**src/rtl/simon_pkg.sv**
```systemverilog
// Shared widths, pipeline latency and key-change state encoding for the
// Simon32/64 streaming controller.
package simon_pkg;

  localparam int BLOCK_W      = 32;
  localparam int KEY_W        = 64;
  localparam int PIPE_LATENCY = 33;

  typedef enum logic [1:0] {
    IDLE,
    DRAIN,
    LOAD,
    SETTLE
  } key_state_t;

endpackage

```
**src/rtl/simon_stream_ctrl_if.sv**
```systemverilog
// Plaintext in, ciphertext out and key-change request/status of the
// streaming controller, bundled as one bus.
interface simon_stream_ctrl_if;
  import simon_pkg::*;

  logic               s_valid;
  logic               s_ready;
  logic [BLOCK_W-1:0] s_data;
  logic               key_req;
  logic [KEY_W-1:0]   key_in;
  logic               key_busy;
  logic               m_valid;
  logic               m_ready;
  logic [BLOCK_W-1:0] m_data;

  modport master (
    output s_valid, s_data, key_req, key_in, m_ready,
    input  s_ready, key_busy, m_valid, m_data
  );

  modport slave (
    input  s_valid, s_data, key_req, key_in, m_ready,
    output s_ready, key_busy, m_valid, m_data
  );

endinterface

```
**src/rtl/simon_sync_fifo.sv**
```systemverilog
// Single-clock FIFO with registered occupancy; head word is visible on rdata
// whenever the FIFO is not empty.
module simon_sync_fifo #(
  parameter  int WIDTH = 32,
  parameter  int DEPTH = 64,
  localparam int CW    = $clog2(DEPTH + 1)
) (
  input  logic             clk,
  input  logic             rst,
  input  logic             push,
  input  logic             pop,
  input  logic [WIDTH-1:0] wdata,
  output logic [WIDTH-1:0] rdata,
  output logic             full,
  output logic             empty,
  output logic [CW-1:0]    count
);

  localparam int AW = $clog2(DEPTH);

  logic [WIDTH-1:0] mem_q [DEPTH];
  logic [AW-1:0]    wr_ptr_q;
  logic [AW-1:0]    rd_ptr_q;
  logic [CW-1:0]    count_q;

  always_ff @(posedge clk) begin
    if (push) begin
      mem_q[wr_ptr_q] <= wdata;
    end
  end

  // Pointers wrap naturally because DEPTH is a power of two.
  always_ff @(posedge clk) begin
    if (rst) begin
      wr_ptr_q <= '0;
      rd_ptr_q <= '0;
      count_q  <= '0;
    end else begin
      if (push) wr_ptr_q <= wr_ptr_q + 1'b1;
      if (pop)  rd_ptr_q <= rd_ptr_q + 1'b1;
      count_q <= count_q + CW'(push) - CW'(pop);
    end
  end

  assign rdata = mem_q[rd_ptr_q];
  assign full  = (count_q == CW'(DEPTH));
  assign empty = (count_q == '0);
  assign count = count_q;

  a_no_overflow:  assert property (@(posedge clk) disable iff (rst) !(push && full));
  a_no_underflow: assert property (@(posedge clk) disable iff (rst) !(pop && empty));

endmodule

```
**src/rtl/simon_stream_ctrl.sv**
```systemverilog
// Valid tracking, credit-based input throttling, ciphertext buffering and key
// change sequencing around a stall-free Simon32/64 pipeline.
module simon_stream_ctrl
  import simon_pkg::*;
#(
  parameter int LATENCY    = PIPE_LATENCY,
  parameter int DEPTH      = 64,
  parameter int KEY_SETTLE = 32
) (
  input  logic                clk,
  input  logic                rst,
  simon_stream_ctrl_if.slave  bus,
  output logic [BLOCK_W-1:0]  pt_out,
  output logic [KEY_W-1:0]    key_out,
  input  logic [BLOCK_W-1:0]  ct_in
);

  localparam int CW = $clog2(DEPTH + 1);
  localparam int SW = $clog2(KEY_SETTLE + 1);

  key_state_t       state_q;
  logic [KEY_W-1:0] key_lat_q;
  logic [KEY_W-1:0] key_out_q;
  logic [SW-1:0]    settle_q;
  logic             key_busy_q;
  logic [LATENCY:0] dl_q;
  logic [LATENCY:0] dl_d;
  logic [CW-1:0]    inflight_q;
  logic [CW-1:0]    inflight_d;
  logic [CW-1:0]    fifo_count;
  logic             fifo_full;
  logic             fifo_empty;
  logic             credit_ok;
  logic             launch;
  logic             ct_wr;
  logic             pop;

  // Every launched word holds a credit until it lands in the FIFO, so the
  // buffer always has room for everything still travelling the pipeline.
  assign credit_ok   = ({1'b0, inflight_q} + {1'b0, fifo_count}) < (CW + 1)'(DEPTH);
  assign bus.s_ready = ~rst & (state_q == IDLE) & credit_ok;
  assign launch      = bus.s_valid & bus.s_ready;
  assign ct_wr       = dl_q[LATENCY];
  assign pop         = bus.m_valid & bus.m_ready;

  assign dl_d       = {dl_q[LATENCY-1:0], launch};
  assign inflight_d = inflight_q + CW'(launch) - CW'(ct_wr);

  always_ff @(posedge clk) begin
    if (rst) begin
      dl_q       <= '0;
      inflight_q <= '0;
    end else begin
      dl_q       <= dl_d;
      inflight_q <= inflight_d;
    end
  end

  simon_sync_fifo #(
    .WIDTH (BLOCK_W),
    .DEPTH (DEPTH)
  ) u_fifo (
    .clk   (clk),
    .rst   (rst),
    .push  (ct_wr),
    .pop   (pop),
    .wdata (ct_in),
    .rdata (bus.m_data),
    .full  (fifo_full),
    .empty (fifo_empty),
    .count (fifo_count)
  );

  // New keytext is only driven once the pipeline is empty, then held off
  // input long enough for the round-key schedule to settle.
  always_ff @(posedge clk) begin
    if (rst) begin
      state_q    <= IDLE;
      key_lat_q  <= '0;
      key_out_q  <= '0;
      settle_q   <= '0;
      key_busy_q <= 1'b0;
    end else begin
      case (state_q)
        IDLE: begin
          if (bus.key_req) begin
            key_lat_q  <= bus.key_in;
            key_busy_q <= 1'b1;
            state_q    <= DRAIN;
          end
        end
        DRAIN: begin
          if (inflight_q == '0) state_q <= LOAD;
        end
        LOAD: begin
          key_out_q <= key_lat_q;
          settle_q  <= SW'(KEY_SETTLE - 1);
          state_q   <= SETTLE;
        end
        SETTLE: begin
          if (settle_q == '0) begin
            key_busy_q <= 1'b0;
            state_q    <= IDLE;
          end else begin
            settle_q <= settle_q - 1'b1;
          end
        end
        default: state_q <= IDLE;
      endcase
    end
  end

  assign bus.m_valid  = ~fifo_empty;
  assign bus.key_busy = key_busy_q;
  assign pt_out       = bus.s_data;
  assign key_out      = key_out_q;

  a_credit_holds: assert property (@(posedge clk) disable iff (rst) !(ct_wr && fifo_full));

endmodule

```
**src/flat_wrapper.sv**
```systemverilog
// flat-port wrapper written by rule: the top's interface ports become plain ports
module simon_stream_ctrl_flat import simon_pkg::*;
#(
  parameter int LATENCY    = PIPE_LATENCY,
  parameter int DEPTH      = 64,
  parameter int KEY_SETTLE = 32
)
  (clk, rst, pt_out, key_out, ct_in, bus_s_valid, bus_s_data, bus_key_req, bus_key_in, bus_m_ready, bus_s_ready, bus_key_busy, bus_m_valid, bus_m_data);
  simon_stream_ctrl_if bus_i ();
  input  logic clk;
  input  logic rst;
  output logic [BLOCK_W-1:0] pt_out;
  output logic [KEY_W-1:0] key_out;
  input  logic [BLOCK_W-1:0] ct_in;
  input wire logic [$bits(bus_i.s_valid)-1:0] bus_s_valid;
  input wire logic [$bits(bus_i.s_data)-1:0] bus_s_data;
  input wire logic [$bits(bus_i.key_req)-1:0] bus_key_req;
  input wire logic [$bits(bus_i.key_in)-1:0] bus_key_in;
  input wire logic [$bits(bus_i.m_ready)-1:0] bus_m_ready;
  output wire logic [$bits(bus_i.s_ready)-1:0] bus_s_ready;
  output wire logic [$bits(bus_i.key_busy)-1:0] bus_key_busy;
  output wire logic [$bits(bus_i.m_valid)-1:0] bus_m_valid;
  output wire logic [$bits(bus_i.m_data)-1:0] bus_m_data;
  assign bus_i.s_valid = bus_s_valid;
  assign bus_i.s_data = bus_s_data;
  assign bus_i.key_req = bus_key_req;
  assign bus_i.key_in = bus_key_in;
  assign bus_i.m_ready = bus_m_ready;
  assign bus_s_ready = bus_i.s_ready;
  assign bus_key_busy = bus_i.key_busy;
  assign bus_m_valid = bus_i.m_valid;
  assign bus_m_data = bus_i.m_data;
  simon_stream_ctrl #(.LATENCY(LATENCY), .DEPTH(DEPTH), .KEY_SETTLE(KEY_SETTLE)) u_core (.clk(clk), .rst(rst), .bus(bus_i), .pt_out(pt_out), .key_out(key_out), .ct_in(ct_in));
endmodule
```
**config.mk**
```make
export PLATFORM = sky130hd
export DESIGN_NAME = simon_stream_ctrl_flat
export DESIGN_NICKNAME = d
export VERILOG_FILES = /design/src/rtl/simon_pkg.sv /design/src/rtl/simon_stream_ctrl_if.sv /design/src/rtl/simon_sync_fifo.sv /design/src/rtl/simon_stream_ctrl.sv /design/src/flat_wrapper.sv
export SDC_FILE = /design/constraint.sdc
export NUM_CORES = 2
export LEC_CHECK = 0
export ABC_AREA = 0
export ABC_CLOCK_PERIOD_IN_PS = 4600
export CAP_MARGIN = 20
export CORE_AREA = 3 3 441 443
export CTS_CLUSTER_SIZE = 24
export DETAILED_ROUTE_END_ITERATION = 7
export DIE_AREA = 0 0 444 446
export PLACE_DENSITY = 0.72
export SYNTH_ARGS = -nofsm -noshare
export SYNTH_HDL_FRONTEND = slang
export SYNTH_SLANG_ARGS = --single-unit
```
**constraint.sdc**
```tcl
create_clock -name clk -period 4.6 [get_ports clk]
set_clock_uncertainty 0.15 [all_clocks]
set_input_delay 0.92 -clock clk [delete_from_list [all_inputs] [get_ports clk]]
set_output_delay 0.92 -clock clk [all_outputs]
set_load 0.02 [all_outputs]
```
placed.png
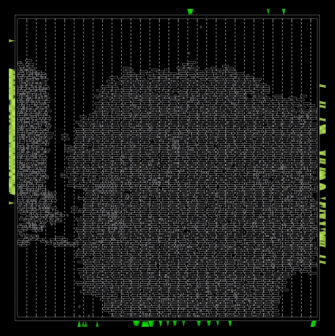
fill cell count: 14300
row count: 160

m3.png
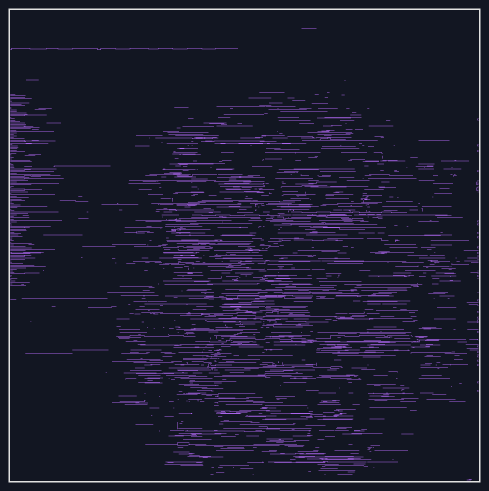
main direction: horizontal
wire length on this layer: 24.6 mm
share of all routed wire: 11%
nets with wire on the layer: 765
longest straight run: 90.6 um
final wirelength: 223000 um
DR vias: 45100
met3 Use GR: 0.0449

port_trees.png
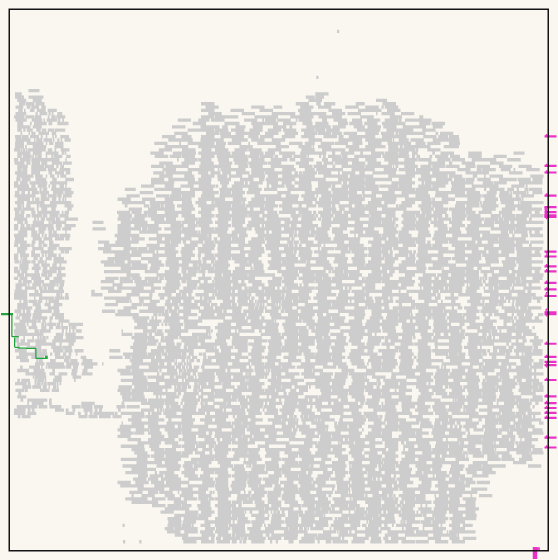
| port | color | bits | direction | end cells | buffers | wire |
|---|---|---|---|---|---|---|
| bus_s_ready | green | 1 | output | 1 | 1 | 68.9 um |
| bus_s_data | magenta | 32 | input | 0 | 0 | 107 um |
IO Port Bufs: 199
IO Pins: 264

==> changes_impl.md <==
## Flow update

- Worst slack, placed: 0.0976 ns
- Setup bufs post-CTS: 17
- FF+latch area: 0.0656 sq mm
- CORE AREA: 0.190 sq mm
- Core Util, Final: 0.528
- Top-area cell share: 0.717
- Hold endpoint: u_core.u_fifo.mem_q[16][28]
- Setup total negative slack: 0 ns
- Pre-Place Util: 0.450
- Seq. pwr: 22700 uW
- Floorplan Nets: 4451
- Data buffer area share: 0.0548
- Total power: 47700 uW
- Busiest metal layer after global routing: met2
- DRC: 0
- Die width: 444 um
- Stages on the worst setup path: 11
- AND/OR/NAND/NOR Cells, Area Fraction: 0.0337
- Count of tool warnings: 41
- Post-synthesis async set-or-reset flop share: 0
- Final Instance Count excl. Fillers: 7392
- Design area: 0.101 sq mm
- Combinational fraction of design power: 0.166
- P_comb: 7910 uW
- Mapped Cells: 4284
- DP Area: 0.0919 sq mm
- Delay-heaviest family, CP: buffers and inverters
- Fraction of layout cells with a size suffix above 1: 0.262
- Final GP Congestion: 0.800
- Layout area overhead: 17.3%
- Min-delay src: ct_in[28]
- Crit path DAT: 3.49 ns
- Ys cells: 4284
- Max FFs per register: 2048
- Clk latency late pin: 0.83 ns
- Comb. cell area: 0.0194 sq mm
- Die H: 446 um
- Final Hold Vio Count: 0
- Critical path peak fanout: 14
- Critical path class: flop to primary output
- Non-CTS inverters: 31
- Clock Power: 17100 uW
- Synthesized area per cell: 20.0 sq um
- Non-clock buffer count: 486
- Initial antenna violation count: 7
- Top Consumer: registers
- Number of synthesized flops with an enable pin: 2048
- Main synth FF type: edfxtp_1
- WP data required: 3.53 ns
- Total die size: 0.198 sq mm
- Clock buffer count from CTS: 208
- Timing endpoint of the critical path: bus_m_data[22]
- TritonCTS clock tree: done
- CTS Hold Bufs: 0
- Leading area contributor after synthesis: edfxtp_1
- Wire length on met1: 83900 um
- Register share of the cell area: 0.652
- Top cells by area, synth: edfxtp_1 72%, mux4_2 13%, dfxtp_1 4.7%
- Crit. End Element: primary output
- Clock tree sinks: 2251
- Nets@finish: 4878
- Sw frac: 0.245
- Layout clock area frac: 0.0671
- Most numerous logic cells after layout: 2048 x edfxtp_1, 489 x mux4_2, 217 x nand2_1
- Worst reg2reg path depth: 15
- Buffers & Inverters on Critical Path: 6
- Power density cells: 474 mW/mm^2
- Seq_cells: 2251
- Routed length on met3: 24600 um
- Worst R2R Start: u_core.inflight_q[1]
- Hold/Removal Path Class: input port to flop
- Fin crit period: 4.56 ns
- Max-Cap Viols: 0
- Clock network fraction of total power: 0.358
- Most frequent logic cell in the layout: edfxtp_1
- Tapcells: 2511
- Placed cells: 6945
- Fin. max-slew vios: 0
- Clock H-tree levels: 4
- Max frequency: 219 MHz
- Setup WS post-layout: 0.0403 ns
- Outcome: completed
- Mean number of vias per cell: 6.10
- Top non-seq family: multiplexers
- Distinct lib cells: 50
- Number of logic gates: 1733
- Crit share post-route: 0.991
- Sw Pwr: 11700 uW
- Number of global-route vias before repair: 45100
- Gr ovfl total: 0
- First-pass GRT wire length: 321000 um
- Worst slew pin tran: 1.19 ns
- Met2 Usage GRT: 0.352
- P_int: 36000 uW
- RSZ-0062 raised after global routing: yes
- WL per Instance: 30.1 um
- Total GRT Usage: 0.224
- Peak supply drop: 0.429 mV
- Met1 global-route usage: 0.311
- Post-CTS resize count: 144
- Most flops, register: u_core.u_fifo.mem_q
- Reg clk slew, reported paths: 0.06 ns
- Leading cell kind: sequential cells
- Pleak: 0.0314 uW
- #FFs+latches synth: 2251
- Critical path startpoint category: flop
Power figures rest on the tool's default switching activity, not on a simulated workload.
